run_1/final_congestion.png
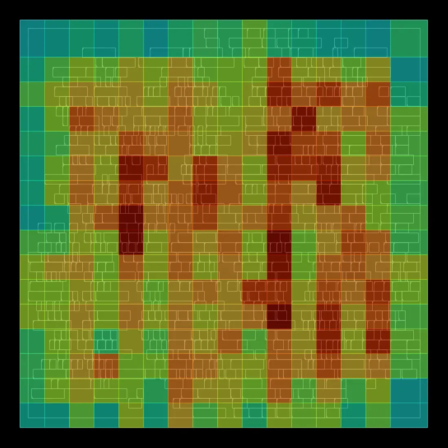
run_1/wire_density.png
The bar under the picture is 20 um long. The die is cut into 23 by 23 equal tiles; black is low, pale yellow is high, scaled to the fullest tile. Values are wire area over tile area, all layers added.
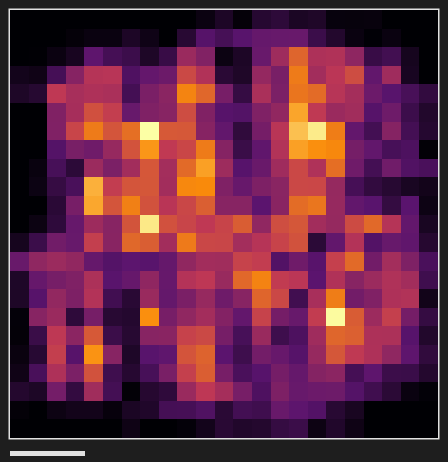
run_1/met2.png
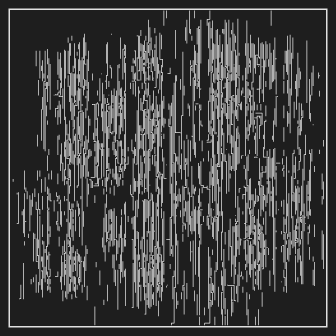
File: src/rtl/rgb_seq_pkg.sv
// Shared types, keyframe table and channel step helper for the RGB fade sequencer.
package rgb_seq_pkg;

  typedef struct packed {
    logic [7:0] r;
    logic [7:0] g;
    logic [7:0] b;
  } rgb_t;

  typedef struct packed {
    rgb_t        color;
    logic [15:0] hold_ticks;
  } key_t;

  typedef key_t [15:0] key_table_t;

  typedef enum logic [1:0] {IDLE, FADE, HOLD} state_e;

  function automatic key_t make_key(input logic [7:0] r, input logic [7:0] g,
                                    input logic [7:0] b, input logic [15:0] hold);
    key_t k;
    k.color.r    = r;
    k.color.g    = g;
    k.color.b    = b;
    k.hold_ticks = hold;
    return k;
  endfunction

  // Colour-wheel corners; unused slots stay black with zero hold.
  function automatic key_table_t make_key_table(input logic [15:0] hold);
    key_table_t t;
    t    = '0;
    t[0] = make_key(8'hff, 8'h00, 8'h00, hold);
    t[1] = make_key(8'hff, 8'hff, 8'h00, hold);
    t[2] = make_key(8'h00, 8'hff, 8'h00, hold);
    t[3] = make_key(8'h00, 8'hff, 8'hff, hold);
    t[4] = make_key(8'h00, 8'h00, 8'hff, hold);
    t[5] = make_key(8'hff, 8'h00, 8'hff, hold);
    return t;
  endfunction

  localparam key_table_t DEFAULT_KEY_TABLE = make_key_table(16'd500);

  // Move one unit toward the target; saturates naturally since it stops on equality.
  function automatic logic [7:0] step_toward(input logic [7:0] cur, input logic [7:0] tgt);
    if (cur < tgt) begin
      return cur + 8'd1;
    end else if (cur > tgt) begin
      return cur - 8'd1;
    end
    return cur;
  endfunction

endpackage

File: src/rtl/tick_prescaler.sv
// Free-running divider producing a one-cycle tick every DIV enabled cycles.
module tick_prescaler #(
  parameter int unsigned DIV = 4
) (
  input  logic clk,
  input  logic rst,
  input  logic clear,
  input  logic enable,
  output logic tick
);

  localparam int unsigned CW = (DIV > 1) ? $clog2(DIV) : 1;
  localparam logic [CW-1:0] LAST = CW'(DIV - 1);

  logic [CW-1:0] cnt_q, cnt_d;

  always_comb begin
    cnt_d = cnt_q;
    if (clear) begin
      cnt_d = '0;
    end else if (enable) begin
      cnt_d = (cnt_q == LAST) ? '0 : cnt_q + CW'(1);
    end
  end

  assign tick = enable && !clear && (cnt_q == LAST);

  always_ff @(posedge clk or posedge rst) begin
    if (rst) begin
      cnt_q <= '0;
    end else begin
      cnt_q <= cnt_d;
    end
  end

endmodule

File: src/rtl/rgb_fade_sequencer.sv
// Keyframe colour sequencer: linear per-channel fades and timed holds, with duty
// values committed to the PWM stage only on period wrap.
module rgb_fade_sequencer
  import rgb_seq_pkg::*;
#(
  parameter int unsigned CLK_FREQ  = 12000000,
  parameter int unsigned TICK_HZ   = 1000,
  parameter int unsigned NUM_KEYS  = 6,
  parameter key_table_t  KEY_TABLE = DEFAULT_KEY_TABLE
) (
  input  logic       clk,
  input  logic       rst,
  input  logic       start,
  input  logic       stop,
  input  logic       pause,
  input  logic       pwm_wrap,
  output logic [7:0] duty_r,
  output logic [7:0] duty_g,
  output logic [7:0] duty_b,
  output logic [3:0] key_idx,
  output logic       busy
);

  localparam int unsigned TICK_DIV = (CLK_FREQ / TICK_HZ >= 1) ? CLK_FREQ / TICK_HZ : 1;
  localparam logic [3:0]  LAST_KEY = 4'(NUM_KEYS - 1);

  state_e      state_q, state_d;
  rgb_t        cur_q, cur_d;
  rgb_t        tgt_q, tgt_d;
  rgb_t        duty_q;
  logic [3:0]  key_idx_q, key_idx_d;
  logic [15:0] hold_cnt_q, hold_cnt_d;

  rgb_t        stepped;
  logic [3:0]  next_key;
  logic        tick;
  logic        tick_en;
  logic        presc_clear;

  tick_prescaler #(
    .DIV (TICK_DIV)
  ) u_tick_prescaler (
    .clk    (clk),
    .rst    (rst),
    .clear  (presc_clear),
    .enable (tick_en),
    .tick   (tick)
  );

  always_ff @(posedge clk or posedge rst) begin
    if (rst) begin
      state_q    <= IDLE;
      cur_q      <= '0;
      tgt_q      <= '0;
      duty_q     <= '0;
      key_idx_q  <= '0;
      hold_cnt_q <= '0;
    end else begin
      state_q    <= state_d;
      cur_q      <= cur_d;
      tgt_q      <= tgt_d;
      key_idx_q  <= key_idx_d;
      hold_cnt_q <= hold_cnt_d;
      if (pwm_wrap) begin
        duty_q <= cur_q;
      end
    end
  end

  always_comb begin
    state_d    = state_q;
    cur_d      = cur_q;
    tgt_d      = tgt_q;
    key_idx_d  = key_idx_q;
    hold_cnt_d = hold_cnt_q;

    stepped.r = step_toward(cur_q.r, tgt_q.r);
    stepped.g = step_toward(cur_q.g, tgt_q.g);
    stepped.b = step_toward(cur_q.b, tgt_q.b);
    next_key  = (key_idx_q == LAST_KEY) ? 4'd0 : key_idx_q + 4'd1;

    if (stop) begin
      state_d    = IDLE;
      cur_d      = '0;
      key_idx_d  = '0;
      hold_cnt_d = '0;
    end else begin
      unique case (state_q)
        IDLE: begin
          cur_d = '0;
          if (start) begin
            state_d   = FADE;
            key_idx_d = '0;
            tgt_d     = KEY_TABLE[0].color;
          end
        end
        FADE: begin
          if (tick) begin
            cur_d = stepped;
            if (stepped == tgt_q) begin
              state_d    = HOLD;
              hold_cnt_d = KEY_TABLE[key_idx_q].hold_ticks;
            end
          end
        end
        HOLD: begin
          // A zero hold leaves immediately without waiting for a tick.
          if ((hold_cnt_q == 16'd0) || (tick && (hold_cnt_q == 16'd1))) begin
            state_d    = FADE;
            key_idx_d  = next_key;
            tgt_d      = KEY_TABLE[next_key].color;
            hold_cnt_d = '0;
          end else if (tick) begin
            hold_cnt_d = hold_cnt_q - 16'd1;
          end
        end
        default: state_d = IDLE;
      endcase
    end
  end

  always_comb begin
    busy        = (state_q != IDLE);
    tick_en     = (state_q != IDLE) && !pause;
    presc_clear = stop || ((state_q == IDLE) && start);
    key_idx     = key_idx_q;
    duty_r      = duty_q.r;
    duty_g      = duty_q.g;
    duty_b      = duty_q.b;
  end

endmodule

File: config.mk
export PLATFORM = sky130hd
export DESIGN_NAME = rgb_fade_sequencer
export DESIGN_NICKNAME = d
export VERILOG_FILES = /design/src/rtl/rgb_seq_pkg.sv /design/src/rtl/tick_prescaler.sv /design/src/rtl/rgb_fade_sequencer.sv
export SDC_FILE = /design/constraint.sdc
export NUM_CORES = 1
export LEC_CHECK = 0
export CAP_MARGIN = 20
export CORE_MARGIN = 2
export CORE_UTILIZATION = 50
export DETAILED_ROUTE_END_ITERATION = 8
export PLACE_DENSITY = 0.77
export SLEW_MARGIN = 10
export SYNTH_ARGS = -nofsm -noshare
export SYNTH_HDL_FRONTEND = slang
export SYNTH_SLANG_ARGS = --single-unit
File: constraint.sdc
create_clock -name clk -period 4.1 [get_ports clk]
set_input_delay 0.82 -clock clk [delete_from_list [all_inputs] [get_ports clk]]
set_output_delay 0.82 -clock clk [all_outputs]
set_load 0.005 [all_outputs]
==> metrics.log, run 1 <==
[flow] summary of implementation run
INFO  metric tool_warnings = 29
INFO  metric drc = 0
INFO  metric cp_num_buf_inv = 3
INFO  metric run_status = finished, violations left
INFO  metric hpwl = 10.9 mm
INFO  metric and_or_or_and_share_of_the_synthesized_area = 0.224
INFO  metric timing.critical_path.required = about 4400 ps
INFO  metric place.gp.congestion = 0.925
INFO  metric power.sequential.total = 0.892 mW
INFO  metric synth-edff-count = 0
INFO  metric timing.critical_path.cells = inv_4 -> ha_4 -> nor2b_4 -> o211ai_1 -> a21oi_2 -> nor2b_4 -> inv_4 -> ha_4 -> a211oi_4 -> nor2_2 -> xor2_2 -> nand4b_1 -> or4_4 -> a211oi_4 -> mux2i_4 -> buf_6 -> o41ai_2 -> a21boi_2
INFO  metric pin_count = 35
INFO  metric maxClockFrequency = 239 MHz
INFO  metric h-tree-depth = 3
INFO  metric comb_share = 0.534
INFO  metric cts_hold_repair.buffers = 0
INFO  metric power.share.switching = 0.267
INFO  metric netlist_instances = 671
INFO  metric post_synthesis_cell_type_count = 67
INFO  metric power.sequential.fraction = 0.486
INFO  metric layout.cells.most_common = dfrtp_1
INFO  metric grt_first_pass_wirelength = 25.1 mm
INFO  metric cp-end-kind = flip-flop
INFO  metric tap-cell-count = 147
INFO  metric area_growth_syn_to_layout = 27.4%
INFO  metric cap_violations = 0
INFO  metric clock_latency = 350 ps
INFO  metric critical_path_peak_fanout = 4
INFO  metric final_count_of_negative_setup_slack_endpoints = 3
INFO  metric simple_gate_share_of_the_synthesized_area = 0.197
INFO  metric comb_cells = ~540
INFO  metric total_leakage_power = roughly 3.4 nW
INFO  metric die_area = 13,000 um2
INFO  metric finalWorstSetupSlack = -80.2 ps
INFO  metric violated_checks = setup timing
INFO  metric synth.largest_area_cell = dfrtp_1
INFO  metric cts_setup_buffers = 2
INFO  metric grt_max_degree = approximately 51
INFO  metric yosysMostFrequentCell = dfrtp_1
INFO  metric pg_comb = approximately 0.16 mW
About final_congestion.png:
most utilized layer in the global route result: met2
detail-routed net length per standard cell: 17.9 um
GRT Resource Usage Total: 0.240
met3 track utilization from global routing: 0.0345
fin util: 0.646

About wire_density.png:
fullest tile = 0.65
densest ninth of the die = centre
tiles over half the peak = 20%
nearly empty tiles = 12%
mean over tiles = 0.20
total routed wirelength: 16.3 mm
via total after detailed routing: 5,698

About met2.png:
nets with wire on the layer = 724
wire length on this layer = 8,390 um
met2 demand-to-capacity share in global routing: 0.420

-- run 1: per-layer routing --
| metal | part of all wire | wire length [um] | up-vias | GRT usage |
|---|---|---|---|---|
| li1 | - | - | 2694 | - |
| met1 | 0.43 | 7000 | 2806 | 0.304 |
| met2 | 0.51 | 8390 | 161 | 0.420 |
| met3 | 0.035 | 565 | 37 | 0.0345 |
| met4 | 0.021 | 345 | 0 | 0.0829 |
| met5 | 0 | 0 | - | 0 |
-- run 1: metrics by stage --
| stage | hold WS, ps | setup TNS (ps) | instance area [um2] |
|---|---|---|---|
| 3_5_place_dp | 499 | -2730 | 6790 |
| 3_3_place_gp | 473 | -552 | 6790 |
| 6_report | 510 | -105 | 7690 |
| 2_1_floorplan | 444 | 0 | 6040 |
| 4_1_cts | 510 | 0 | 7200 |
| 5_1_grt | 526 | -1940 | 7690 |
-- run 1: logic make-up after synthesis --
logic type | after synthesis
fa+ha+maj | 49
xor+xnor | 16
mux | 31
simple gates | 234
flops | 87
compound gates | 208
buf+inv | 46
-- run 1: final timing paths --
check	startpoint	end	slack (ps)	cells past startpoint
hold reg to reg	duty_g[0]	duty_g[0]	510	1
setup / recovery	tgt_q[6]	hold_cnt_q[8]	-80	18
max in group asynchronous	rst	duty_b[2]	2370	3
setup reg to reg	tgt_q[6]	hold_cnt_q[8]	-80	18
hold / removal	duty_g[0]	duty_g[0]	510	1
min in group asynchronous	rst	cur_q[19]	960	2
-- run 1: state kept, by name, summed over array words and instances, names as in the netlist --
| signal | cells |
|---|---|
| duty_r | 8 |
| u_tick_prescaler.cnt_q | 14 |
| key_idx | 4 |
| cur_q | 24 |
| duty_b | 8 |
| duty_g | 8 |
| hold_cnt_q | 16 |
| state_q | 2 |
| tgt_q | 3 |
run_1/density.png
The bar under the picture is 20 um long. The die is cut into 11 by 11 equal tiles; black is low, pale yellow is high, 0 to 100% covered.
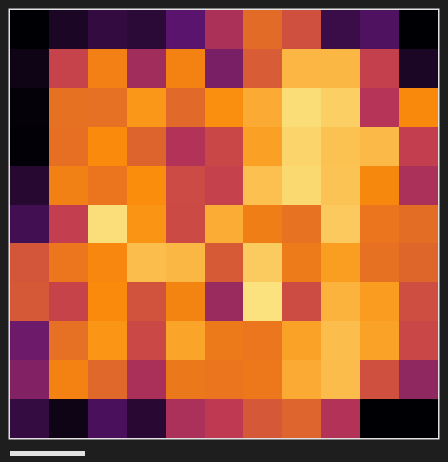

--- run 2 (diff from run 1) ---
Settings changed: CORE_ASPECT_RATIO from default to 1.25, DONT_BUFFER_PORTS from default to 1, PLACE_DENSITY 0.77 to default, PLACE_DENSITY_LB_ADDON from default to 0.08.
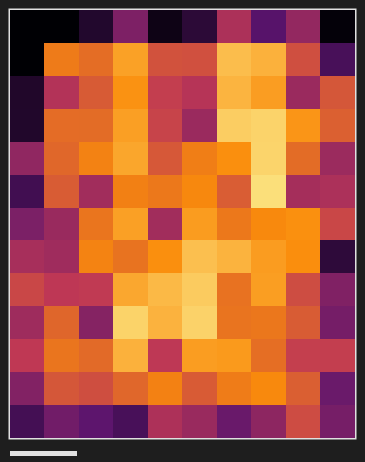
run_2/density.png
The bar under the picture is 20 um long. The die is cut into 10 by 13 equal tiles; black is low, pale yellow is high, 0 to 100% covered.
nearly empty tiles = 3.1%
fullest tile = 93%
tiles over 75% full = 25%

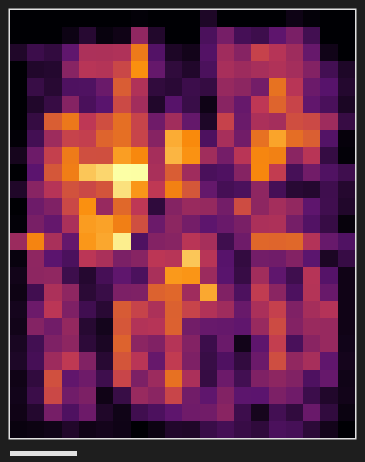
run_2/wire_density.png
The bar under the picture is 20 um long. The die is cut into 20 by 25 equal tiles; black is low, pale yellow is high, scaled to the fullest tile. Values are wire area over tile area, all layers added.
mean over tiles = 0.20
tiles over half the peak = 19%
nearly empty tiles = 7.8%
fullest tile = 0.63

==> run 2 against run 1 <==
Against the previous run:
- the flow still finishes with violations (setup timing)
- clock skew increased by 2.7 ps
- sequential share of layout area increased by 0.85 points
- worst hold slack got worse by 68 ps
- largest power group unchanged
==> metrics.log, run 2 <==
[flow] summary of implementation run
INFO  metric run_status = finished, violations left
INFO  metric violated_checks = setup timing
INFO  metric fin_util = 0.639 (-0.00633)
INFO  metric critical_path_peak_fanout = 4 (unchanged)
INFO  metric synth-cells-yosys = 671
INFO  metric dr.pass1.iters = 5
INFO  metric maxClockFrequency = 242 MHz (+1.2%)
INFO  metric area_growth_syn_to_layout = 23.6%
INFO  metric power.share.switching = 0.260 (-0.00736)
INFO  metric pin_count = 35 (unchanged)
INFO  metric placedInstanceArea = 6580 um2 (-3.1%)
INFO  metric routed.top_layer = met4
INFO  metric worst_path_max_delay_cell = or4_4
INFO  metric finalWorstSetupSlack = -30.1 ps (+50.0 ps)
INFO  metric cap_violations = 0 (unchanged)
INFO  metric layoutNonFillerInstCount = around 900
INFO  metric drc = 0 (unchanged)
INFO  metric grt_usage = 0.249 (+0.00919)
INFO  metric fin_nets = 787
INFO  metric netlist_instances = 671 (unchanged)
INFO  metric final_count_of_negative_setup_slack_endpoints = 3 (unchanged)
INFO  metric use_met1 = 0.305 (+0.000882)
INFO  metric post_synthesis_cell_type_count = 67 (unchanged)
INFO  metric timing.setup.tns = -68.6 ps (+36.4 ps)
INFO  metric finalHoldViolations = 0
INFO  metric postLayoutCellArea = 7460 um2 (-3.0%)
INFO  metric cts_setup_buffers = 3 (+1)
INFO  metric yosysMostFrequentCell = dfrtp_1
INFO  metric total_leakage_power = 3.32 nW (-2.3%)
INFO  metric simple_gate_share_of_the_synthesized_area = 0.197 (unchanged)
INFO  metric groute.layer.met3.usage = 0.0397 (+0.00513)
INFO  metric die_area = 13,000 um2 (about the same)
INFO  metric fp.dieH = 127 um
INFO  metric wirelength = 16.5 mm (+1.3%)
INFO  metric biggestRegsByFlops = cur_q: 24 flops, hold_cnt_q: 16 flops, u_tick_prescaler.cnt_q: 14 flops
INFO  metric timing.critical_path.cells = inv_2 -> ha_4 -> nor2b_4 -> o211ai_1 -> a21oi_2 -> nor2b_4 -> inv_4 -> ha_4 -> a211oi_4 -> nor2_1 -> xor2_1 -> nand4b_1 -> or4_4 -> a211oi_4 -> mux2i_4 -> buf_6 -> o41ai_2 -> a21boi_2
INFO  metric timing.critical_path.required = 4380 ps (about the same)
INFO  metric largest_register_ffs = 24 (unchanged)
INFO  metric power.sequential.fraction = 0.468 (-0.018)
INFO  metric grt_most_used_layer = met2
INFO  metric place.gp.congestion = 0.848 (-8.4%)
INFO  metric layout.cells.most_common = dfrtp_1
INFO  metric syn-num-nets = ~730
INFO  metric clock_latency = 350 ps (about the same)
INFO  metric post_route_met1_wirelength = 6.66 mm (-4.9%)
INFO  metric grt_max_degree = 40 (-22%)
INFO  metric met2RoutedLength = 8.74 mm (+4.2%)
INFO  metric fin_hold_ws = 442 ps (-68.0 ps)
INFO  metric and_or_or_and_share_of_the_synthesized_area = 0.224 (unchanged)
INFO  metric combPwrFrac = 0.080
INFO  metric cts_hold_repair.buffers = 0 (unchanged)
INFO  metric ys_ff = 87
INFO  metric grt_use_met2 = 0.440 (+0.0200)
INFO  metric wl_met3 = 778 um (+38%)
INFO  metric drt-wirelength-per-cell = 18.4 um (+3.0%)
INFO  metric tool_warnings = 29 (unchanged)
INFO  metric synth-edff-count = 0 (unchanged)
INFO  metric h-tree-depth = 3 (unchanged)
INFO  metric synth.largest_area_cell = dfrtp_1
INFO  metric hpwl = 11.3 mm (+4.5%)
INFO  metric grt_first_pass_wirelength = 25.7 mm (+2.3%)
INFO  metric cp-end-kind = flip-flop
INFO  metric tritoncts = yes
## run 2: cell counts after synthesis
No cell type changed its count.
## run 2: kinds of logic after synthesis
group           count (synthesis)
compound gates                208
flops                          87
simple gates                  234
mux                            31
fa+ha+maj                      49
buf+inv                        46
xor+xnor                       16
## run 2: worst paths after layout
check                      slack [ps]                    endpoint                       start  cells past startpoint
hold / removal                    440   u_tick_prescaler.cnt_q[1]                         rst                      1
max in group asynchronous        2850                   cur_q[12]                         rst                      2
hold reg to reg                   510  u_tick_prescaler.cnt_q[13]  u_tick_prescaler.cnt_q[13]                      1
setup / recovery                  -30               hold_cnt_q[6]                    tgt_q[6]                     18
setup reg to reg                  -30               hold_cnt_q[6]                    tgt_q[6]                     18
min in group clk                  510  u_tick_prescaler.cnt_q[13]  u_tick_prescaler.cnt_q[13]                      1
## run 2: layout make-up
class                           instances  area [um2]
Multi-Input combinational cell        539        4110
Sequential cell                        87        2180
Tap cell                              161         201
Fill cell                             992        4210
Clock buffer                            9         225
Inverter                               25        97.6
Clock inverter                          7        83.8
Timing Repair Buffer                   70         569
## run 2: power by group through the flow
stage / clock network [mW] / registers, mW / logic, mW
detailed placement: 0 / 0.907 / 0.136
finish: 0.861 / 0.892 / 0.152
CTS: 0.877 / 0.891 / 0.138
global placement: 0 / 0.907 / 0.131
global route: 0.915 / 0.893 / 0.168
floorplan: 0 / 0.901 / 0.106
## run 2: worst max-delay path: cells and delay by family (launching register included)
kind / cells / cell delay [ps]
compound gates: 6 / 1460
simple gates: 5 / 1080
fa+ha+maj: 2 / 450
flops: 1 / 390
buf+inv: 3 / 340
xor+xnor: 1 / 180
mux: 1 / 130
--- run 3 (diff from run 2) ---
Settings changed: CTS_CLUSTER_DIAMETER from default to 30.
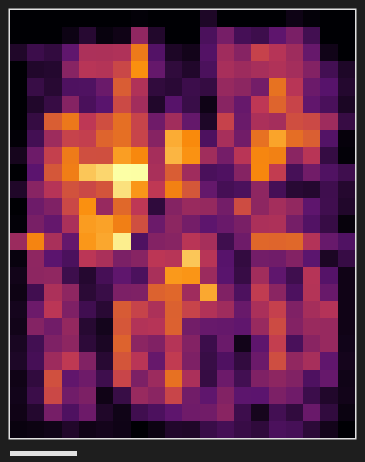
run_3/wire_density.png
The bar under the picture is 20 um long. The die is cut into 20 by 25 equal tiles; black is low, pale yellow is high, scaled to the fullest tile. Values are wire area over tile area, all layers added.
fullest tile = 0.63
tiles over half the peak = 19%
nearly empty tiles = 7.8%
mean over tiles = 0.20

==> run 3 against run 2 <==
Against the previous run:
- the run still ends with setup timing left
- setup slack unchanged
- combinational power about the same
- synthesized cell count unchanged
- die size unchanged
- via count unchanged
- sequential share of layout area unchanged
- fmax unchanged
- count of clock-buffer cells in the layout unchanged
- cell count unchanged
- core utilization unchanged
- sequential power about the same
- critical endpoint unchanged
==> metrics.log, run 3 <==
[flow] summary of implementation run
INFO  metric place.gp.congestion = 0.848 (unchanged)
INFO  metric critical_path_peak_fanout = 4 (unchanged)
INFO  metric hpwl = 11.3 mm (unchanged)
INFO  metric post_synthesis_cell_type_count = 67 (unchanged)
INFO  metric area_growth_syn_to_layout = 23.6% (unchanged)
INFO  metric grt_use_met2 = 0.440 (unchanged)
INFO  metric finalHoldViolations = 0 (unchanged)
INFO  metric violated_checks = setup timing
INFO  metric grt_most_used_layer = met2
INFO  metric synth.largest_area_cell = dfrtp_1
INFO  metric placedInstanceArea = 6580 um2 (unchanged)
INFO  metric largestPowerGroup = registers
INFO  metric tool_warnings = 29 (unchanged)
INFO  metric fp.dieH = 127 um (unchanged)
INFO  metric postLayoutCellArea = 7460 um2 (unchanged)
INFO  metric final-comb-area = 4110 um2 (unchanged)
INFO  metric wl_met3 = 778 um (unchanged)
INFO  metric grt_first_pass_wirelength = 25.7 mm (unchanged)
INFO  metric run_status = finished, violations left
INFO  metric post_route_met1_wirelength = 6.66 mm (unchanged)
INFO  metric ys_ff = 87 (unchanged)
INFO  metric power.sequential.fraction = 0.468 (about the same)
INFO  metric routed.top_layer = met4
INFO  metric power.share.switching = 0.260 (unchanged)
INFO  metric grt_usage = 0.249 (unchanged)
INFO  metric layoutNonFillerInstCount = 898 (unchanged)
INFO  metric h-tree-depth = 3 (unchanged)
INFO  metric drc = 0 (unchanged)
INFO  metric combPwrFrac = 0.080 (about the same)
INFO  metric total_leakage_power = 3.32 nW (unchanged)
INFO  metric dr.pass1.iters = 5 (unchanged)
INFO  metric finalWorstSetupSlack = -30.1 ps (unchanged)
INFO  metric drt-wirelength-per-cell = 18.4 um (unchanged)
INFO  metric biggestRegsByFlops = cur_q: 24 flops, hold_cnt_q: 16 flops, u_tick_prescaler.cnt_q: 14 flops
INFO  metric grt_max_degree = 40 (unchanged)
INFO  metric fin_hold_ws = 442 ps (unchanged)
INFO  metric power.clock.total = 0.861 mW (about the same)
INFO  metric final_count_of_negative_setup_slack_endpoints = 3 (unchanged)
INFO  metric synth-edff-count = 0 (unchanged)
INFO  metric pg_comb = 0.152 mW (about the same)
INFO  metric timing.critical_path.required = 4380 ps (about the same)
INFO  metric syn-num-nets = 726 (unchanged)
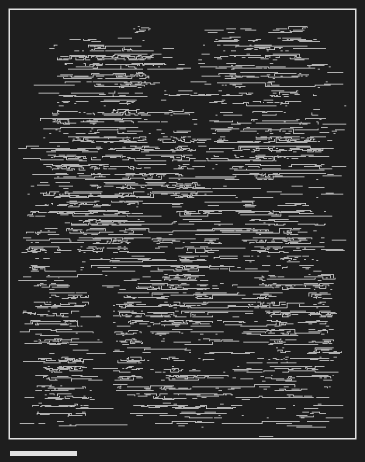
run_3/met1.png
The bar under the picture is 20 um long.
wire length on this layer = 6,660 um
longest straight run = 27.1 um
share of all routed wire = 40%
main direction = horizontal
nets with wire on the layer = 749
total routed wirelength: 16.5 mm
GR met1 Demand/Resource: 0.305
via total after detailed routing: 5,542

## run 3: path summary, 6_finish.rpt
kind	startpoint	to	slack, ps	cells past startpoint
worst max-delay path	tgt_q[6]	hold_cnt_q[6]	-30	18
worst min-delay path	rst	u_tick_prescaler.cnt_q[1]	440	1
worst max register to register	tgt_q[6]	hold_cnt_q[6]	-30	18
worst min register to register	u_tick_prescaler.cnt_q[13]	u_tick_prescaler.cnt_q[13]	510	1
max in group asynchronous	rst	cur_q[12]	2850	2
min in group clk	u_tick_prescaler.cnt_q[13]	u_tick_prescaler.cnt_q[13]	510	1
## run 3: worst max-delay path, cell delays in order, from the launching register on
cell and delay, ps:
dfrtp_1 390, inv_2 110, ha_4 210, nor2b_4 110
o211ai_1 280, a21oi_2 120, nor2b_4 150, inv_4 70
ha_4 240, a211oi_4 240, nor2_1 90, xor2_1 180
nand4b_1 180, or4_4 550, a211oi_4 310, mux2i_4 130
buf_6 160, o41ai_2 320, a21boi_2 190
## run 3: cells by family (layout without fill, tap and decap cells)
kind of cell / Yosys count / count (layout) / share of synthesized area
simple gates: 234 / 234 / 0.197
compound gates: 208 / 208 / 0.224
flops: 87 / 87 / 0.361
fa+ha+maj: 49 / 49 / 0.105
buf+inv: 46 / 111 / 0.0313
mux: 31 / 32 / 0.0578
xor+xnor: 16 / 16 / 0.0232
## run 3: timing repair
action,CTS,global route
cloned,0,2
buffers inserted,3,11
pin swaps,1,39
endpoints found under the hold margin,0,0
gates resized,10,77
hold buffers,0,0
endpoints found under the setup margin,17,18
## run 3: area by class of cell
class | count | area share
Multi-Input combinational cell | 539 | 0.550
Timing Repair Buffer | 70 | 0.0763
Inverter | 25 | 0.0131
Sequential cell | 87 | 0.292
Clock inverter | 7 | 0.0112
Tap cell | 161 | 0.0270
Clock buffer | 9 | 0.0302
No activity file was given, so power comes from the tool's default toggle rates.
